`config.mk`:
```
export PLATFORM = sky130hd
export DESIGN_NAME = vpu_frame_capture
export DESIGN_NICKNAME = d
export VERILOG_FILES = /design/src/rtl/gameconsole_pkg.sv /design/src/rtl/vpu_sync_fifo.sv /design/src/rtl/vpu_frame_capture.sv
export SDC_FILE = /design/constraint.sdc
export NUM_CORES = 1
export LEC_CHECK = 0
export CORE_MARGIN = 10
export CORE_UTILIZATION = 45
export CTS_CLUSTER_SIZE = 40
export DETAILED_ROUTE_END_ITERATION = 8
export PLACE_DENSITY = 0.69
export SLEW_MARGIN = 25
export SYNTH_ARGS = -nofsm -noshare
export SYNTH_HDL_FRONTEND = slang
export SYNTH_SLANG_ARGS = --single-unit
export TNS_END_PERCENT = 5
```
`constraint.sdc`:
```
create_clock -name clk -period 4.9 [get_ports clk]
set_input_delay 0.98 -clock clk [delete_from_list [all_inputs] [get_ports clk]]
set_output_delay 0.98 -clock clk [all_outputs]
set_load 0.05 [all_outputs]
```
`src/rtl/gameconsole_pkg.sv`:
```
// Shared console-wide constants and types used by the VPU blocks.
package gameconsole_pkg;

   localparam int unsigned SCREEN_W_DEF  = 320;
   localparam int unsigned SCREEN_H_DEF  = 240;
   localparam int unsigned FB_ADDR_W_DEF = 17;

   typedef enum logic [1:0] {
      CapIdle,
      CapArmed,
      CapCapture,
      CapDrain
   } capture_state_t;

   function automatic logic [15:0] sat_inc16(input logic [15:0] v);
      return (v == 16'hFFFF) ? v : v + 16'd1;
   endfunction

endpackage

```
`src/rtl/vpu_sync_fifo.sv`:
```
// Single-clock FIFO with registered occupancy count and show-ahead read data.
module vpu_sync_fifo #(
   parameter int unsigned WIDTH = 32,
   parameter int unsigned DEPTH = 16
) (
   input  logic             clk,
   input  logic             rst_n,
   input  logic             wr_en,
   input  logic [WIDTH-1:0] wr_data,
   input  logic             rd_en,
   output logic [WIDTH-1:0] rd_data,
   output logic             full,
   output logic             empty
);

   localparam int unsigned AW = $clog2(DEPTH);

   logic [WIDTH-1:0] mem_q [DEPTH];
   logic [AW-1:0]    wr_ptr_q, rd_ptr_q;
   logic [AW:0]      count_q;
   logic             do_wr, do_rd;

   // Full/empty come from the registered count only, so a same-cycle pop never frees a slot.
   assign full    = (count_q == (AW + 1)'(DEPTH));
   assign empty   = (count_q == '0);
   assign do_wr   = wr_en && !full;
   assign do_rd   = rd_en && !empty;
   assign rd_data = mem_q[rd_ptr_q];

   always_ff @(posedge clk) begin
      if (!rst_n) begin
         wr_ptr_q <= '0;
         rd_ptr_q <= '0;
         count_q  <= '0;
      end else begin
         if (do_wr) wr_ptr_q <= wr_ptr_q + AW'(1);
         if (do_rd) rd_ptr_q <= rd_ptr_q + AW'(1);
         unique case ({do_wr, do_rd})
            2'b10:   count_q <= count_q + (AW + 1)'(1);
            2'b01:   count_q <= count_q - (AW + 1)'(1);
            default: count_q <= count_q;
         endcase
      end
   end

   always_ff @(posedge clk) begin
      if (do_wr) mem_q[wr_ptr_q] <= wr_data;
   end

endmodule

```
`src/rtl/vpu_frame_capture.sv`:
```
// Samples the VPU pixel stream, tracks x/y position and writes each visible pixel
// into a linear framebuffer through a small FIFO and a valid/ready write port.
module vpu_frame_capture
   import gameconsole_pkg::*;
#(
   parameter int unsigned SCREEN_W   = SCREEN_W_DEF,
   parameter int unsigned SCREEN_H   = SCREEN_H_DEF,
   parameter int unsigned FIFO_DEPTH = 16,
   parameter int unsigned FB_ADDR_W  = FB_ADDR_W_DEF,
   parameter int unsigned FB_BASE    = 0
) (
   input  logic                 clk,
   input  logic                 rst_n,
   input  logic                 start,
   input  logic                 continuous,
   input  logic                 dot_clk,
   input  logic [31:0]          color,
   input  logic                 hsync,
   input  logic                 vsync,
   output logic                 fb_wr_valid,
   input  logic                 fb_wr_ready,
   output logic [FB_ADDR_W-1:0] fb_wr_addr,
   output logic [31:0]          fb_wr_data,
   output logic                 busy,
   output logic                 frame_done,
   output logic                 overflow,
   output logic                 line_err,
   output logic [15:0]          drop_cnt
);

   localparam int unsigned XW = $clog2(SCREEN_W + 1);
   localparam int unsigned YW = $clog2(SCREEN_H + 2);
   localparam int unsigned EW = FB_ADDR_W + 32;

   capture_state_t       state_q, state_d;
   logic                 hsync_q, vsync_q;
   logic [XW-1:0]        x_q, x_d;
   logic [YW-1:0]        y_q, y_d;
   logic [FB_ADDR_W-1:0] addr_q, addr_d, base_q, base_d;
   logic                 push_q, push_d;
   logic [EW-1:0]        push_data_q, push_data_d;
   logic                 overflow_q, overflow_d;
   logic                 line_err_q, line_err_d;
   logic [15:0]          drop_cnt_q, drop_cnt_d;

   logic                 fifo_wr, fifo_rd, fifo_full, fifo_empty;
   logic [EW-1:0]        fifo_rd_data;
   logic                 vsync_rise, vsync_fall, hsync_fall, sample;

   assign vsync_rise = vsync && !vsync_q;
   assign vsync_fall = !vsync && vsync_q;
   assign hsync_fall = !hsync && hsync_q;
   assign sample     = (state_q == CapCapture) && dot_clk && hsync && vsync;

   always_comb begin
      state_d     = state_q;
      x_d         = x_q;
      y_d         = y_q;
      addr_d      = addr_q;
      base_d      = base_q;
      push_d      = 1'b0;
      push_data_d = push_data_q;
      overflow_d  = overflow_q;
      line_err_d  = line_err_q;
      drop_cnt_d  = drop_cnt_q;
      fifo_wr     = 1'b0;
      frame_done  = 1'b0;

      // Second pipeline stage: the sample taken last cycle lands in the FIFO or is dropped.
      if (push_q) begin
         if (fifo_full) begin
            overflow_d = 1'b1;
            drop_cnt_d = sat_inc16(drop_cnt_q);
         end else begin
            fifo_wr = 1'b1;
         end
      end

      unique case (state_q)
         CapIdle: begin
            if (start) begin
               state_d    = CapArmed;
               overflow_d = 1'b0;
               line_err_d = 1'b0;
            end
         end
         CapArmed: begin
            if (vsync_rise) begin
               state_d    = CapCapture;
               x_d        = '0;
               y_d        = '0;
               addr_d     = FB_ADDR_W'(FB_BASE);
               base_d     = FB_ADDR_W'(FB_BASE);
               drop_cnt_d = '0;
            end
         end
         CapCapture: begin
            if (sample) begin
               if (x_q < XW'(SCREEN_W)) begin
                  push_d      = 1'b1;
                  push_data_d = {addr_q, color};
                  x_d         = x_q + XW'(1);
                  addr_d      = addr_q + FB_ADDR_W'(1);
               end else begin
                  line_err_d = 1'b1;
               end
            end
            if (hsync_fall) begin
               if (x_q != XW'(SCREEN_W)) line_err_d = 1'b1;
               // Empty lines do not count, so the line base follows y exactly.
               if (x_q != '0) begin
                  if (y_q != '1) y_d = y_q + YW'(1);
                  base_d = base_q + FB_ADDR_W'(SCREEN_W);
                  addr_d = base_q + FB_ADDR_W'(SCREEN_W);
               end
               x_d = '0;
            end
            if (vsync_fall) begin
               if (y_d != YW'(SCREEN_H)) line_err_d = 1'b1;
               state_d = CapDrain;
            end
         end
         CapDrain: begin
            if (fifo_empty && !push_q) begin
               frame_done = 1'b1;
               state_d    = continuous ? CapArmed : CapIdle;
            end
         end
         default: state_d = CapIdle;
      endcase
   end

   always_ff @(posedge clk) begin
      if (!rst_n) begin
         state_q     <= CapIdle;
         hsync_q     <= 1'b0;
         vsync_q     <= 1'b0;
         x_q         <= '0;
         y_q         <= '0;
         addr_q      <= '0;
         base_q      <= '0;
         push_q      <= 1'b0;
         push_data_q <= '0;
         overflow_q  <= 1'b0;
         line_err_q  <= 1'b0;
         drop_cnt_q  <= '0;
      end else begin
         state_q     <= state_d;
         hsync_q     <= hsync;
         vsync_q     <= vsync;
         x_q         <= x_d;
         y_q         <= y_d;
         addr_q      <= addr_d;
         base_q      <= base_d;
         push_q      <= push_d;
         push_data_q <= push_data_d;
         overflow_q  <= overflow_d;
         line_err_q  <= line_err_d;
         drop_cnt_q  <= drop_cnt_d;
      end
   end

   vpu_sync_fifo #(
      .WIDTH (EW),
      .DEPTH (FIFO_DEPTH)
   ) u_fifo (
      .clk     (clk),
      .rst_n   (rst_n),
      .wr_en   (fifo_wr),
      .wr_data (push_data_q),
      .rd_en   (fifo_rd),
      .rd_data (fifo_rd_data),
      .full    (fifo_full),
      .empty   (fifo_empty)
   );

   assign fb_wr_valid = !fifo_empty;
   assign fifo_rd     = fb_wr_valid && fb_wr_ready;
   assign fb_wr_addr  = fifo_rd_data[EW-1:32];
   assign fb_wr_data  = fifo_rd_data[31:0];
   assign busy        = (state_q != CapIdle);
   assign overflow    = overflow_q;
   assign line_err    = line_err_q;
   assign drop_cnt    = drop_cnt_q;

endmodule

```
==> run_1/m2.png <==
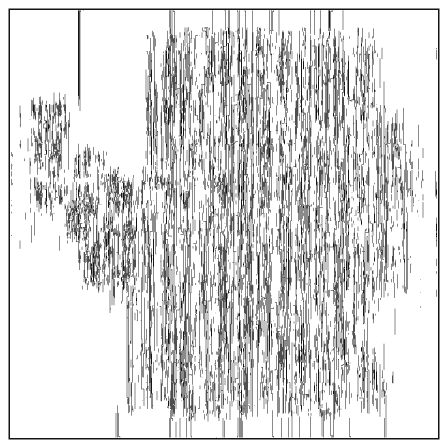
wire length on this layer: 40.9 mm
nets with wire on the layer: 1863
longest straight run: 103 um
share of all routed wire: 51%
main direction: vertical

==> run_1/sizing.png <==
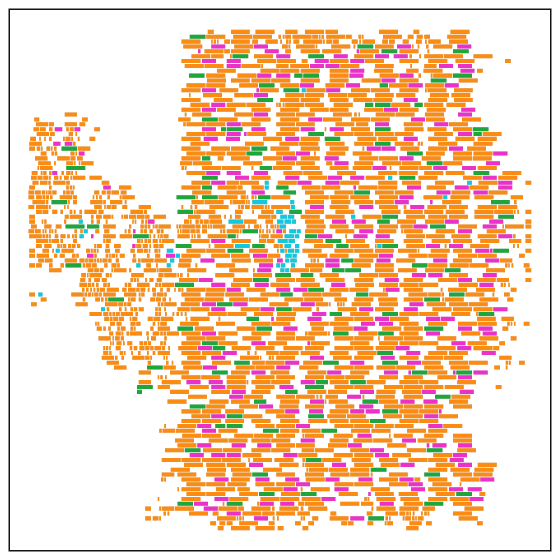
[magenta] x2 | cells: 275
[green] x6 and larger | cells: 134
[cyan] x3 and x4 | cells: 51
[orange] x1 and smaller | cells: 1653

==> deck_impl_summary.md, run 1 <==
Synthesis and Place & Route Summary

Drt
  • Vias: 18500
  • Post-route ant nets: 0

Final timing
  • Fmax: about 220 MHz
  • Endpoints failing hold: 0
  • Tcrit/Tclk final: between 90% and 100%
  • Worst hold slack: 0.454 ns

Yosys
  • Yosys warning count: 0
  • Synth flops: 918
  • Post-synthesis area per instance: around 19 um2
  • Number of enable flip-flop cells: 784

Placed design
  • GP Congestion: about 0.76
  • Port buffer count: around 110

Die
  • Die extent in x: ~300 um
  • Row cnt: between 100 and 150
  • FP Util: about 45%

Run status
  • Run status: finished, final reports clean

Global routing
  • Largest net degree at the start of global routing: ~77
  • First-pass GRT wire length: about 120 mm

Final layout
  • Design area: 0.0415 mm2
  • MI comb area: 0.00916 mm2
  • Layout cells sized above 1: around 22%
  • Area delta synth->final: 16.1%

CTS
  • Worst-path clk slew: 0.06 ns
  • CTS root buf: clkbuf_16

Run
  • Max-cap violations: 0

Power
  • Comb pwr share: roughly 5.0%
==> run_1/clock_nets.png <==
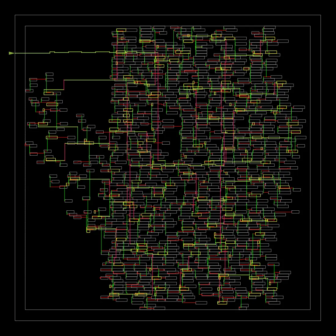
flop count: 918
clk_skew: 0.0303 ns
clock network latency to the later pin of the worst-skew pair: 0.66 ns

## run 1: kinds of logic (layout without fill, tap and decap cells)
group | Yosys count | in the layout | share of synthesized area (%)
AOI/OAI and AO/OA | 211 | 211 | 3.78
xor gates and xnor gates | 30 | 30 | 0.735
adders and majority gates | 20 | 20 | 0.721
buffers and inverters | 130 | 351 | 1.43
DFF | 918 | 918 | 73.3
muxes | 253 | 253 | 15.7
and+or+nand+nor | 330 | 330 | 4.34
## run 1: critical path: stages (launching register included)
cell and delay, ns:
dfxtp_4 0.71, buf_12 0.36, mux4_2 0.56, mux4_2 0.53, clkdlybuf4s50_1 0.74
## run 1: routing by layer
layer	global-route usage [%]	wire, um
met5	0	0
met4	4.37	1260
met3	2.71	5280
met2	29.8	40900
met1	23.6	32600
## run 1: registers in the layout, indices dropped and copies added, names as in the netlist, named ones only
| name | flops |
|---|---|
| u_fifo.wr_ptr_q | 4 |
| x_q | 9 |
| line_err | 1 |
| drop_cnt | 16 |
| vsync_q | 1 |
| hsync_q | 1 |
| addr_q | 17 |
| u_fifo.mem_q | 784 |
| overflow | 1 |
| base_q | 11 |
| y_q | 8 |
| state_q | 2 |
| push_data_q | 49 |
| u_fifo.count_q | 5 |
| push_q | 1 |
| u_fifo.rd_ptr_q | 4 |
## run 1: power groups by stage
| stage | Clock, mW | Sequential [mW] | Combinational, mW |
|---|---|---|---|
| after floorplan | 0 | 8.61 | 0.554 |
| after global placement | 0 | 8.63 | 0.786 |
| after detailed placement | 0 | 8.63 | 0.811 |
| after CTS | 7.07 | 8.46 | 0.815 |
| after global routing | 7.40 | 8.47 | 0.883 |
| final | 6.94 | 8.47 | 0.812 |
## run 1: final cells by class
cell class | count | area share (%)
Tap cell | 1050 | 3.16
Timing Repair Buffer | 160 | 4.15
Multi-Input combinational cell | 844 | 22.1
Sequential cell | 918 | 63.2
Clock inverter | 53 | 1.24
Clock buffer | 115 | 5.97
Inverter | 23 | 0.211
## run 1: cells in the mapped netlist (all sizes together) (5+ instances only)
master,number
a211oi,8
a21o,7
a21oi,101
a311oi,9
a31oi,7
a41oi,7
and2,7
and3,5
and4,8
buf,34
clkbuf,73
dfxtp,134
edfxtp,784
ha,19
inv,23
mux2i,7
mux4,245
nand2,154
nand2b,6
nand3,25
nand4,21
nor2,60
nor3,15
o21ai,26
o221a,8
or3,9
xnor2,17
xor2,13
## run 1: metrics by stage
step	cells	setup slack [ns]	setup TNS (ns)	power, mW
after global routing	3163	0.189	0	16.7
final	3163	0.353	0	16.2
after CTS	3163	0.259	0	16.4
after floorplan	1892	-0.124	-18.04	9.17
after detailed placement	2995	0.932	0	9.44
after global placement	2995	0.960	0	9.41
## run 1: worst paths after layout
kind	start	endpoint	slack (ns)	depth (start not counted)
setup / recovery	flop	fb_wr_addr[7]	0.35	4
hold / removal	overflow$_SDFF_PN0_	overflow$_SDFF_PN0_	0.45	2
setup reg to reg	u_fifo.count_q[0]$_SDFFE_PN0P_	u_fifo.mem_q[7][22]$_DFFE_PP_	1.58	5
hold reg to reg	overflow$_SDFF_PN0_	overflow$_SDFF_PN0_	0.45	2
==> inputs of run 2 (changes only) <==
- ABC_AREA: unset -> 1
- CAP_MARGIN: unset -> 20
- SYNTH_HIERARCHICAL: unset -> 1
==> run_2/sizing.png <==
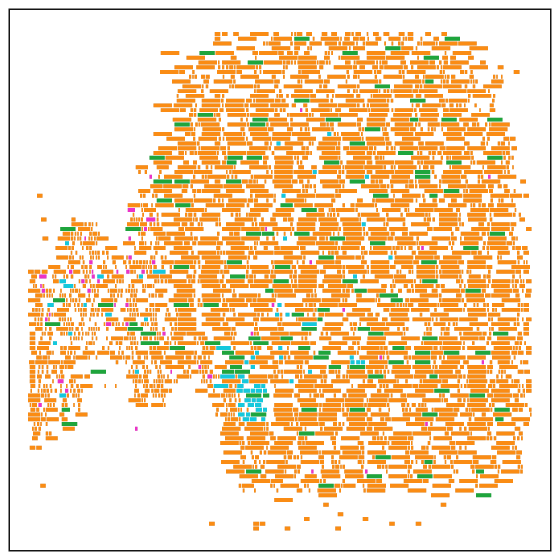
[magenta] x2 | cells: 48
[cyan] x3 and x4 | cells: 65
[green] x6 and larger | cells: 127
[orange] x1 and smaller | cells: 2885

==> run_2/m2.png <==
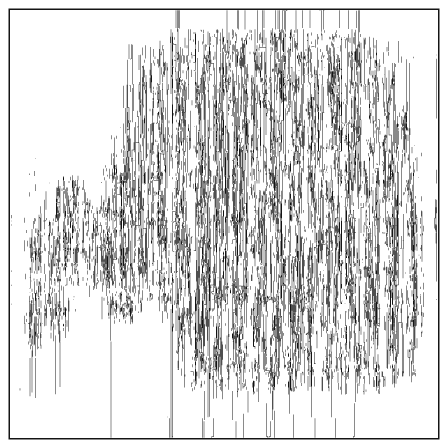
share of all routed wire: 48%
nets with wire on the layer: 2325
longest straight run: 111 um
wire length on this layer: 42.4 mm

==> run_2/class_map.png <==
Scale bar: 100 um. Fill, decap, tap and diode cells in gray.
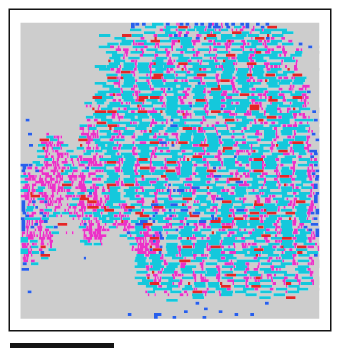
[cyan] sequential cells | cells: 918 | share of their area: 63%
[blue] remaining buffers and delay cells | cells: 160 | share of their area: 4.0%
[magenta] remaining logic cells | cells: 1879 | share of their area: 26%
[red] clock drivers and dummy loads | cells: 168 | share of their area: 6.9%

==> deck_impl_summary.md, run 2 <==
Synthesis and Place & Route Summary

Yosys
  • Number of enable flip-flop cells: 784
  • Post-synthesis area per instance: between 10 and 15 um2
  • Yosys warning count: 6
  • Synth flops: a little over 900

Drt
  • Post-route ant nets: 0
  • Vias: 23100

CTS
  • CTS root buf: clkbuf_16
  • Worst-path clk slew: about 0.060 ns
  • Clock network latency to the later pin of the worst-skew pair: ~0.66 ns

Critical path
  • Worst stage delay on the critical path: 0.85 ns
  • Most frequent CP cell: o211ai_1
  • Slowest cell on the critical path: clkdlybuf4s50_1
  • Delay-heaviest family, CP: buffers and inverters
  • Critical-path cell list: buf_12 -> buf_4 -> mux2i_1 -> o211ai_1 -> o211ai_1 -> nand2_1 -> clkdlybuf4s50_1

Final layout
  • Top flop regs: u_fifo/mem_q: 784 flops, push_data_q: 49 flops, addr_q: 17 flops
  • Fin cells: 4195
  • Area delta synth->final: 13.7%
  • Biggest register: u_fifo/mem_q
  • Max reg flops: just under 800

Global routing
  • GR Util met3: 3.31%
  • First-pass GRT wire length: between 100 and 150 mm
  • Met1 usage: between 20 and 25%
  • Met2 Track Usage GR: 30.3%
  • Largest net degree at the start of global routing: approximately 200
  • GR Util All Layers: a little under a fifth

Power
  • Comb pwr share: under 10%

Run status
  • Run status: finished, final reports clean

Run
  • Max-cap violations: 0

Final timing
  • Endpoints failing hold: 0
  • TNS Setup: 0 ns
  • Clk_skew: approximately 0.044 ns

Die
  • Die extent in x: ~300 um
  • FP Util: a little under half
  • Row cnt: between 100 and 150

Placed design
  • Port buffer count: about 110
  • GP Congestion: slightly below 0.8
-- run 2: netlist changes by cell type in the layout (fill, tap and decap cells not counted), moves of 75 or more --
cell / before / now
mux4_2: 245 / 0
a21oi_1: 100 / 257
nand3_1: 25 / 100
o21ai_0: 10 / 294
inv_1: 22 / 292
mux2i_1: 7 / 196
o211ai_1: 1 / 196
nor2_1: 47 / 154
-- run 2: cells by family (layout without fill, tap and decap cells) --
| kind of cell | count (synthesis) | count (layout) | share of synthesized area (%) |
|---|---|---|---|
| adders and majority gates | 18 | 18 | 0.600 |
| xor gates and xnor gates | 31 | 31 | 0.723 |
| AOI/OAI and AO/OA | 788 | 788 | 12.0 |
| and+or+nand+nor | 543 | 543 | 6.33 |
| muxes | 196 | 196 | 5.22 |
| buffers and inverters | 468 | 631 | 5.29 |
| DFF | 918 | 918 | 69.8 |
-- run 2: path summary, 6_finish.rpt --
check	cells past startpoint	to	start	slack, ns
worst max-delay path	7	fb_wr_addr[15]	flop	0.60
worst min-delay path	2	base_q[16]$_SDFFE_PN0P_	base_q[16]$_SDFFE_PN0P_	0.48
worst max register to register	9	u_fifo/mem_q[12][42]$_DFFE_PP_	u_fifo/count_q[2]$_SDFFE_PN0P_	1.72
worst min register to register	2	base_q[16]$_SDFFE_PN0P_	base_q[16]$_SDFFE_PN0P_	0.48
-- run 2: area by class of cell --
class | count | area, um2 | area share (%)
well taps | 1070 | 1340 | 3.13
clock inverters | 38 | 278 | 0.650
clock buffers | 130 | 2590 | 6.06
inverters | 303 | 1150 | 2.68
multi-input cells | 1576 | 9460 | 22.2
flip-flops and latches | 918 | 26200 | 61.4
repair buffers | 160 | 1660 | 3.89
-- run 2: metal layers --
metal | up-vias | part of all wire (%)
li1 | 10900 | -
met4 | 0 | 2.4
met3 | 134 | 6.8
met5 | - | 0
met2 | 730 | 48
met1 | 11300 | 43
-- run 2: worst register-to-register path, cell delays in order, from the launching register on --
cell and delay [ns]:
dfxtp_1 0.42, nor2_1 0.08, nand3_1 0.11, inv_1 0.10, nor2_1 0.14, nand2_1 0.23
inv_1 0.20, nand2_1 0.27, nor2_4 0.70, buf_4 0.55
-- run 2: power by group through the flow --
stage          combinational [mW]  sequential [mW]  clock [mW]
3_5_place_dp                0.599             8.79           0
5_1_grt                     0.652             8.64        7.06
3_3_place_gp                0.595             8.79           0
4_1_cts                     0.602             8.63        6.74
6_report                    0.595             8.63        6.63
2_1_floorplan               0.402             8.75           0
-- run 2: per-stage QoR --
| step | worst slack [ns] | power [mW] | instance area (um2) | hold WS, ns |
|---|---|---|---|---|
| 6_report | 0.596 | 15.8 | 42700 | 0.478 |
| 3_3_place_gp | 1.20 | 9.38 | 39800 | 0.464 |
| 3_5_place_dp | 1.22 | 9.39 | 39800 | 0.471 |
| 5_1_grt | 0.349 | 16.3 | 42700 | 0.503 |
| 2_1_floorplan | 1.26 | 9.16 | 37600 | 0.456 |
| 4_1_cts | 0.492 | 16.0 | 42700 | 0.480 |
==> inputs of run 3 (changes only) <==
- GPL_TIMING_DRIVEN: unset -> 0
==> run_3/m2.png <==
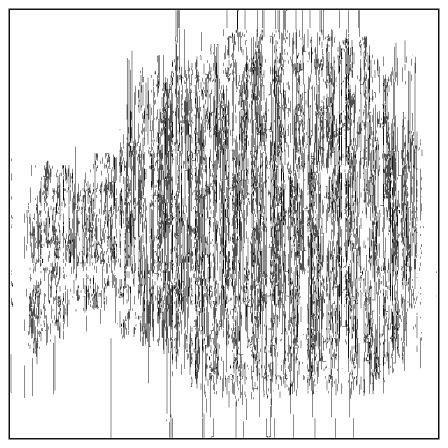
wire length on this layer: 49.1 mm
share of all routed wire: 47%
longest straight run: 131 um

==> run_3/sizing.png <==
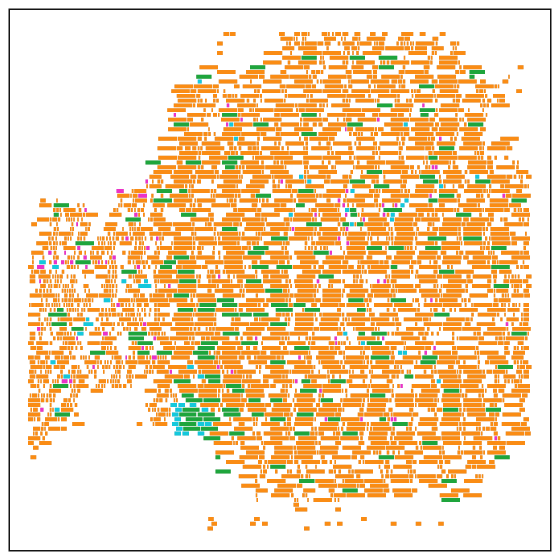
[green] x6 and larger | cells: 175
[cyan] x3 and x4 | cells: 49
[magenta] x2 | cells: 88
[orange] x1 and smaller | cells: 2979

==> run_3/class_map.png <==
Scale bar: 100 um. Fill, decap, tap and diode cells in gray.
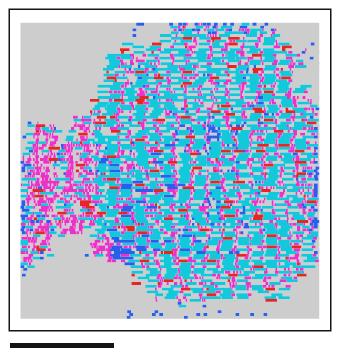
[red] clock drivers and dummy loads | cells: 173 | share of their area: 7.2%
[blue] remaining buffers and delay cells | cells: 321 | share of their area: 7.3%
[magenta] remaining logic cells | cells: 1879 | share of their area: 25%
[cyan] sequential cells | cells: 918 | share of their area: 61%

==> deck_impl_summary.md, run 3 <==
Synthesis and Place & Route Summary

Final layout
  • Max reg flops: approximately 780
  • Top flop regs: u_fifo/mem_q: 784 flops, push_data_q: 49 flops, addr_q: 17 flops
  • Design area: around 0.044 mm2
  • Biggest register: u_fifo/mem_q

Die
  • Die extent in x: roughly 300 um

Run status
  • Failing checks: setup timing
  • Run status: complete, but fails checks

Global routing
  • Largest net degree at the start of global routing: 20

Critical path
  • Worst stage delay on the critical path: about 0.86 ns
  • Slowest cell on the critical path: clkdlybuf4s50_1
  • Critical-path cell list: buf_2 -> clkbuf_1 -> clkbuf_1 -> o211ai_1 -> nand2_1 -> clkdlybuf4s50_1

Final timing
  • # setup viols final: 3
  • Setup WS post-layout: -0.0472 ns
  • Fmax: roughly 200 MHz
  • Endpoints failing hold: 0

Yosys
  • Synth cell count leaders: edfxtp_1 (784), o21ai_0 (294), inv_1 (293), a21oi_1 (257), nand2_1 (205)

Placed design
  • Port buffer count: around 110
  • Placed cell area: around 0.041 mm2
  • GP Congestion: around 0.8

Drt
  • Vias: ~25000

Power
  • Comb pwr share: ~4%

CTS
  • CTS root buf: clkbuf_16
## run 3: cell counts after synthesis
Identical to the previous run, type by type.
## run 3: what timing repair did
item,CTS,global route
resized,4,4
pin swaps,0,0
endpoints found under the setup margin,42,10
hold buffers,0,0
gates cloned,0,0
## run 3: logic make-up after synthesis
group,share of synthesized area [%]
muxes,5.22
AOI/OAI and AO/OA,12.0
buffers and inverters,5.29
adders and majority gates,0.600
xor gates and xnor gates,0.723
DFF,69.8
and+or+nand+nor,6.33
## run 3: how the worst min path moves through the flow
stage                                       start  slack [ns]  depth (start not counted)                       to
final                     base_q[16]$_SDFFE_PN0P_        0.49                          2  base_q[16]$_SDFFE_PN0P_
after global routing      addr_q[14]$_SDFFE_PN0P_        0.52                          2  addr_q[14]$_SDFFE_PN0P_
after CTS                 base_q[15]$_SDFFE_PN0P_        0.49                          2  base_q[15]$_SDFFE_PN0P_
after detailed placement  base_q[16]$_SDFFE_PN0P_        0.48                          2  base_q[16]$_SDFFE_PN0P_
after global placement    base_q[16]$_SDFFE_PN0P_        0.47                          2  base_q[16]$_SDFFE_PN0P_
after floorplan           base_q[16]$_SDFFE_PN0P_        0.46                          2  base_q[16]$_SDFFE_PN0P_
## run 3: worst min-delay path, stage by stage (launching register included)
cell,delay (ns)
dfxtp_1,0.32
nand2_1,0.06
a21oi_1,0.06
## run 3: power by group through the flow
stage | Sequential [mW] | Combinational (mW) | Clock, mW
2_1_floorplan | 8.75 | 0.402 | 0
3_3_place_gp | 8.80 | 0.622 | 0
3_5_place_dp | 8.80 | 0.631 | 0
4_1_cts | 8.64 | 0.639 | 7.24
5_1_grt | 8.65 | 0.690 | 7.54
6_report | 8.64 | 0.635 | 7.15
## run 3: metrics by stage
| stage | hold slack, ns | setup TNS, ns | cells | util (%) |
|---|---|---|---|---|
| floorplan | 0.456 | 0 | 2962 | - |
| detailed placement | 0.477 | 0 | 4188 | 50.1 |
| global placement | 0.468 | -1043.63 | 4141 | 48.5 |
| global route | 0.518 | -0.251 | 4361 | 53.9 |
| CTS | 0.486 | -0.0166 | 4361 | 53.9 |
| finish | 0.486 | -0.0855 | 4361 | 53.9 |
## run 3: layout make-up
| class | count | area, um2 | area share, % |
|---|---|---|---|
| clock buffers | 115 | 2490 | 5.62 |
| inverters | 303 | 1140 | 2.57 |
| well taps | 1070 | 1340 | 3.02 |
| clock inverters | 58 | 607 | 1.37 |
| multi-input cells | 1576 | 9460 | 21.3 |
| repair buffers | 156 | 2270 | 5.12 |
| flip-flops and latches | 918 | 26200 | 59.1 |
| plain buffers | 165 | 857 | 1.93 |
## run 3: routing by layer
layer  global-route usage [%]  up-vias  wire [um]
met1                     28.0    12100      41600
met5                        0        -          0
li1                         -    11300          -
met2                     35.5     1144      49100
met3                     3.83      215       9000
met4                     7.90        0       3850
Power is estimated from default activity; no workload was simulated.
